### config.mk
export PLATFORM = sky130hd
export DESIGN_NAME = score_keeper
export DESIGN_NICKNAME = d
export VERILOG_FILES = /design/src/rtl/score_pkg.sv /design/src/rtl/holdoff_timer.sv /design/src/rtl/score_keeper.sv
export SDC_FILE = /design/constraint.sdc
export NUM_CORES = 1
export LEC_CHECK = 0
export ABC_AREA = 0
export ABC_CLOCK_PERIOD_IN_PS = 2000
export CAP_MARGIN = 15
export CORE_MARGIN = 1.5
export CORE_UTILIZATION = 40
export CTS_BUF_LIST = sky130_fd_sc_hd__clkbuf_8
export DETAILED_ROUTE_END_ITERATION = 10
export PLACE_DENSITY = 0.67
export SYNTH_ARGS = -nofsm -noshare
export SYNTH_HDL_FRONTEND = slang
export SYNTH_SLANG_ARGS = --single-unit
### constraint.sdc
create_clock -name clk -period 2 [get_ports clk]
set_input_delay 0.4 -clock clk [delete_from_list [all_inputs] [get_ports clk]]
set_output_delay 0.4 -clock clk [all_outputs]
set_load 0.005 [all_outputs]
### src/rtl/score_pkg.sv
// Shared types and constants for the two-player score keeper.
// Used by score_keeper and its testbench.
package score_pkg;

    localparam int SCORE_W = 4;

    localparam logic [1:0] WIN_NONE = 2'd0;
    localparam logic [1:0] WIN_P1   = 2'd1;
    localparam logic [1:0] WIN_P2   = 2'd2;

    typedef enum logic [1:0] {
        IDLE    = 2'd0,
        PLAY    = 2'd1,
        HOLDOFF = 2'd2,
        OVER    = 2'd3
    } state_t;

endpackage

### src/rtl/holdoff_timer.sv
// Down-counter that masks point pulses for CYCLES cycles after a point.
// done is high in the last masked cycle so the FSM leaves on that edge.
module holdoff_timer #(
    parameter int CYCLES = 1
) (
    input  logic clk,
    input  logic reset,
    input  logic load,
    input  logic clear,
    output logic done
);

    localparam int W = $clog2(CYCLES + 1);

    logic [W-1:0] count;

    always_ff @(posedge clk or posedge reset) begin
        if (reset) begin
            count <= '0;
        end else if (clear) begin
            count <= '0;
        end else if (load) begin
            count <= W'(CYCLES);
        end else if (count != '0) begin
            count <= count - W'(1);
        end
    end

    assign done = (count == W'(1));

endmodule

### src/rtl/score_keeper.sv
// Two-player game score keeper with per-point holdoff and win detection.
// Define SCORE_WIN_BY_TWO_EN to require a two-point lead, with deuce folding.
module score_keeper
    import score_pkg::*;
#(
    parameter int WIN_SCORE      = 5,
    parameter int HOLDOFF_CYCLES = 50000000
) (
    input  logic               clk,
    input  logic               reset,
    input  logic               start,
    input  logic               p1_point,
    input  logic               p2_point,
    output logic [SCORE_W-1:0] score_p1,
    output logic [SCORE_W-1:0] score_p2,
    output logic [1:0]         winner,
    output logic               game_active
);

    localparam logic [SCORE_W:0]   WIN   = (SCORE_W + 1)'(WIN_SCORE);
    localparam logic [SCORE_W-1:0] DEUCE = SCORE_W'(WIN_SCORE - 1);

    state_t             state, state_n;
    logic [SCORE_W-1:0] s1_n, s2_n;
    logic [1:0]         win_n;
    logic               active_n;
    logic               load, clear, done;
    logic               lone;

    // Scorer's new score, one bit wider so the win compare never wraps
    logic [SCORE_W:0]   mine;
    logic [SCORE_W-1:0] other;
    logic [SCORE_W-1:0] mine_n, other_n;
    logic               won, tie;

    holdoff_timer #(
        .CYCLES(HOLDOFF_CYCLES)
    ) u_timer (
        .clk  (clk),
        .reset(reset),
        .load (load),
        .clear(clear),
        .done (done)
    );

    assign lone = p1_point ^ p2_point;

    always_comb begin
        mine  = p1_point ? {1'b0, score_p1} + 1'b1
                         : {1'b0, score_p2} + 1'b1;
        other = p1_point ? score_p2 : score_p1;
`ifdef SCORE_WIN_BY_TWO_EN
        won = (mine >= WIN) && (mine >= {1'b0, other} + 2'd2);
        tie = (mine == {1'b0, other}) && (mine >= WIN - 1'b1);
`else
        won = (mine == WIN);
        tie = 1'b0;
`endif
        mine_n  = tie ? DEUCE : mine[SCORE_W-1:0];
        other_n = tie ? DEUCE : other;
    end

    always_comb begin
        state_n = state;
        s1_n    = score_p1;
        s2_n    = score_p2;
        win_n   = winner;
        load    = 1'b0;
        clear   = 1'b0;
        if (start) begin
            state_n = PLAY;
            s1_n    = '0;
            s2_n    = '0;
            win_n   = WIN_NONE;
            clear   = 1'b1;
        end else begin
            unique case (state)
                IDLE: ;
                PLAY: begin
                    if (lone) begin
                        s1_n = p1_point ? mine_n : other_n;
                        s2_n = p1_point ? other_n : mine_n;
                        if (won) begin
                            state_n = OVER;
                            win_n   = p1_point ? WIN_P1 : WIN_P2;
                        end else begin
                            state_n = HOLDOFF;
                            load    = 1'b1;
                        end
                    end
                end
                HOLDOFF: begin
                    if (done) state_n = PLAY;
                end
                OVER: ;
                default: state_n = IDLE;
            endcase
        end
        active_n = (state_n == PLAY) || (state_n == HOLDOFF);
    end

    always_ff @(posedge clk or posedge reset) begin
        if (reset) begin
            state       <= IDLE;
            score_p1    <= '0;
            score_p2    <= '0;
            winner      <= WIN_NONE;
            game_active <= 1'b0;
        end else begin
            state       <= state_n;
            score_p1    <= s1_n;
            score_p2    <= s2_n;
            winner      <= win_n;
            game_active <= active_n;
        end
    end

endmodule

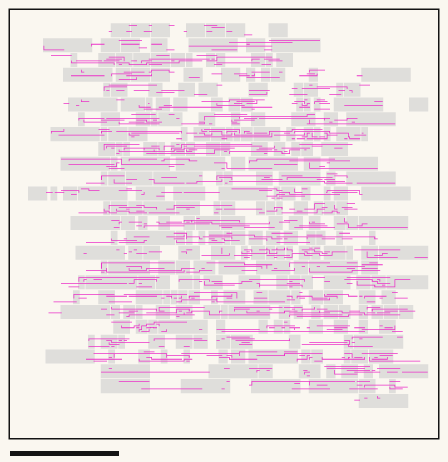
*The metal 1 layer*
Scale bar: 20 µm.
longest straight run	26.2 µm
wire length on this layer	2400 µm
nets with wire on the layer	286
Global Route met1 Usage: 24.4%
Total Routed Length: 5.09 mm
routed via count: 1905

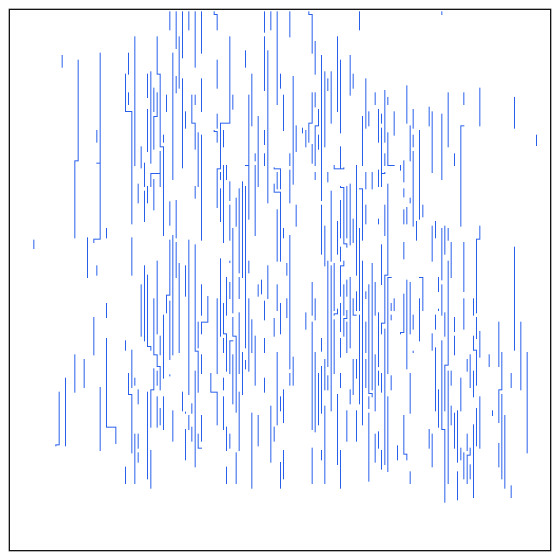
*M2 wires*
main direction	vertical
share of all routed wire	49%
longest straight run	27.0 µm
wire length on this layer	2470 µm
nets with wire on the layer	259

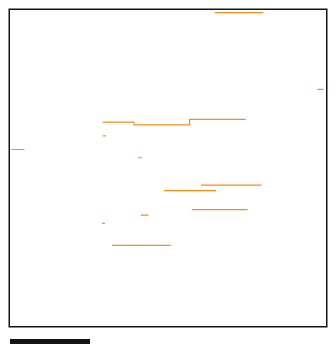
*M3 wires*
Scale bar: 20 µm.
main direction	horizontal
nets with wire on the layer	7
wire length on this layer	111 µm
longest straight run	14.7 µm
share of all routed wire	2.2%

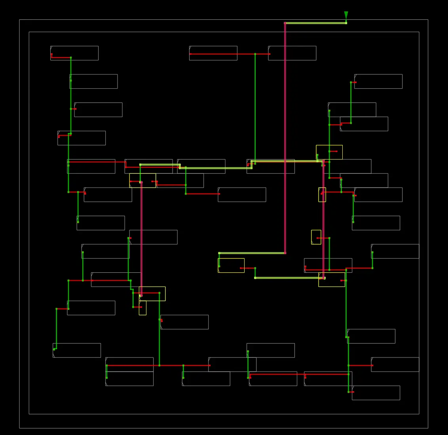
*Clock routing*
TritonCTS buffer count: 5
clock skew: 5.89 ps
Skew-Pair Late Insertion Delay: 300 ps

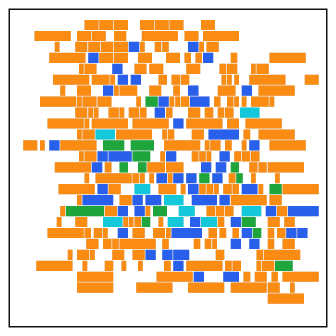
*Cells by drive strength*
color	size	cells	share
cyan	x6 and larger	9	3.0%
green	x2	16	5.3%
blue	x3 and x4	55	18%
orange	x1 and smaller	221	73%
post-route setup slack: 17.1 ps
Non-CTS buffers: 63

==> kinds of logic after synthesis <==
kind of cell             share of synthesized area, %
AND/OR/NAND/NOR                                  27.0
flip-flops                                       42.8
AND-OR/OR-AND                                    8.44
XOR/XNOR                                         9.98
buffers and inverters                            4.44
multiplexers                                     3.51
adder cells (fa/ha/maj)                          3.84
==> area by class of cell <==
type                            instances  area, µm²
Clock buffer                            5       68.8
Clock inverter                          3       12.5
Fill cell                             488       2510
Inverter                                9       33.8
Multi-Input combinational cell        182       1290
Sequential cell                        39        977
Tap cell                               72       90.1
Timing Repair Buffer                   63        524
==> repair_timing <==
| action | in CTS | in global routing |
|---|---|---|
| setup buffers | 2 | 2 |
| pin swaps | 1 | 12 |
| resized | 4 | 19 |
| setup endpoints to repair | 27 | 19 |
==> power by group <==
group | leakage, nW | internal (W) | total [W] | switching, W
Combinational | 0.784 | 0.00129 | 0.00255 | 0.00127
Sequential | 0.516 | 0.00103 | 0.00127 | 0.000241
Clock | 0.0505 | 0.000234 | 0.000509 | 0.000274
==> worst max-delay path, cell delays in order, from the launching register on <==
cell     delay, ps
dfrtp_2        440
nor4_4         330
and3_4         270
nand3_4         80
or3_4          330
or3_1          300
a31oi_1        160
==> through the flow <==
step	hold WS, ps	utilization, %	setup WS, ps	area [µm²]
2_1_floorplan	511	-	-8.26	2290
6_report	516	54.4	17.1	2990
3_5_place_dp	560	50.7	-453	2790
5_1_grt	591	54.4	-80.3	2990
3_3_place_gp	530	50.7	-369	2790
4_1_cts	539	52.8	14.3	2910
==> routing by layer <==
| metal | wire (µm) | share of wire, % | track usage [%] | up-vias |
|---|---|---|---|---|
| met5 | 0 | 0 | 0 | - |
| met4 | 102 | 2.0 | 6.43 | 0 |
| met3 | 110 | 2.2 | 3.14 | 8 |
| met2 | 2470 | 49 | 29.1 | 17 |
| met1 | 2400 | 47 | 24.4 | 923 |
| li1 | - | - | - | 957 |
==> synth_stat cells, drive strengths merged, types with 3 or more instances <==
master,count
dfrtp,39
nor2,34
nand2,16
a21oi,15
xnor2,15
nand3,14
xor2,11
nor4,10
inv,9
nor3,9
mux2i,8
ha,7
o21ai,7
buf,6
or3,6
a211oi,4
clkbuf,4
or4,4
a31oi,3
==> sequential cells by signal, indices dropped and copies added (netlist names) <==
register and count:
u_timer.count 26, winner 2, score_p1 4, game_active 1
state 2, score_p2 4
==> worst paths after layout <==
check	from	end	slack, ps	cells past startpoint
setup reg to reg	u_timer.count[5]	u_timer.count[25]	20	6
setup / recovery	u_timer.count[5]	u_timer.count[25]	20	6
hold / removal	reset	winner[1]	520	3
max in group asynchronous	reset	u_timer.count[5]	1130	3
hold reg to reg	u_timer.count[25]	u_timer.count[25]	570	2
min in group clk	u_timer.count[25]	u_timer.count[25]	570	2
==> GITHUB_STEP_SUMMARY <==
### Flow metrics

| Metric | Value |
|---|---|
| Status | `completed` |
| GRT Overall Usage | `18.1%` |
| # rows | `27` |
| H-tree depth | `2` |
| Min-delay worst type | `input port to async pin` |
| Tcrit/Tclk final | `99.1%` |
| Top cells by area | `dfrtp_1, xnor2_1, nor2_1` |
| Max-slew headroom at the worst pin | `67.6%` |
| DRT antenna net count | `0` |
| Tot Pwr | `0.00434 W` |
| First-pass GRT wire length | `8.83 mm` |
| Total negative slack | `0 ps` |
| Pin count of the biggest net entering global routing | `40` |
| CP required | `2230 ps` |
| Layout Cells excl Fill | `373` |
| Slew Limit Fails | `0` |
| Die Wd | `78.5 µm` |
| Seq share, synth | `42.8%` |
| Worst Max-Slew Pin Slew | `486 ps` |
| Syn Nets | `253` |
| Leak | `1.35 nW` |
| CTS tree | `built` |
| Startpoint types | `flip-flop` |
| GPL Wtd Cong | `0.812` |
| Share of the synthesized area in the top cell type | `42.8%` |
| Chip Area, Yosys | `2280 µm²` |
| Final tally of hold violations | `0` |
| Worst-path fanout max | `3` |
| Layout Area Growth over Synthesis | `31.1%` |
| Cell Type Count | `37` |
| Share of layout cells above drive strength 1 | `26.6%` |
| Cells after Synth | `241` |
| Yosys Instances | `241` |
| Yosys warning count | `0` |
| MaxCap Viol Count | `0` |
| Min cycle time layout | `1980 ps` |
| Tool Warnings | `32` |
| I/O Buffers | `15` |
| Top cell excl fill/tap | `buf_4` |
| Core area | `5510 µm²` |
| Die y size | `78.5 µm` |
| RSZ-0062 raised after global routing | `yes` |
| Initial DRT Pass Iterations | `4` |
| Dominant flop cell | `dfrtp_1` |
| Cell taking the most area after synthesis | `dfrtp_1` |
| Async set-reset flop share out of synthesis | `100%` |
| DR vias/cell | `5.11` |
| Final setup violating endpoints | `0` |
| Syn Area/Cell | `9.47 µm²` |
| Flip-flops with a built-in enable | `0` |
| Avg WL per Cell | `13.6 µm` |
| Clock transition at path regs | `80 ps` |
| Root buf cell | `clkbuf_8` |
| Longest Clk Path Bufs | `2` |
| # IOs | `16` |
| Fin nets | `312` |
| Number of synthesized register bits | `39` |
| # DRC | `0` |
| Most frequent cells in the layout | `buf_4, dfrtp_1, nor2_1` |
| FMAX | `504 MHz` |
| Grt total ovfl | `0` |
| Vias in the first global route | `1890` |
| Initial core utilization | `41.4%` |
| Power Dens Cells | `1450 nW/µm²` |
| Mapped Area | `2280 µm²` |
| CP Class | `flip-flop to flip-flop` |
| Final HPWL DP | `3.73 mm` |
| VDD IR max | `566 µV` |
| Clock sink count | `39` |
| Cts hold-fix bufs | `0` |
| Critical Path End Type | `flip-flop` |
| Die Size | `6170 µm²` |
| Crit path DAT | `2210 ps` |
| DR iter-0 viols | `60` |
| Initial antenna violation count | `0` |
| DP Cell Count | `361` |
| Ant diodes | `0` |
Power figures rest on the tool's default switching activity, not on a simulated workload.
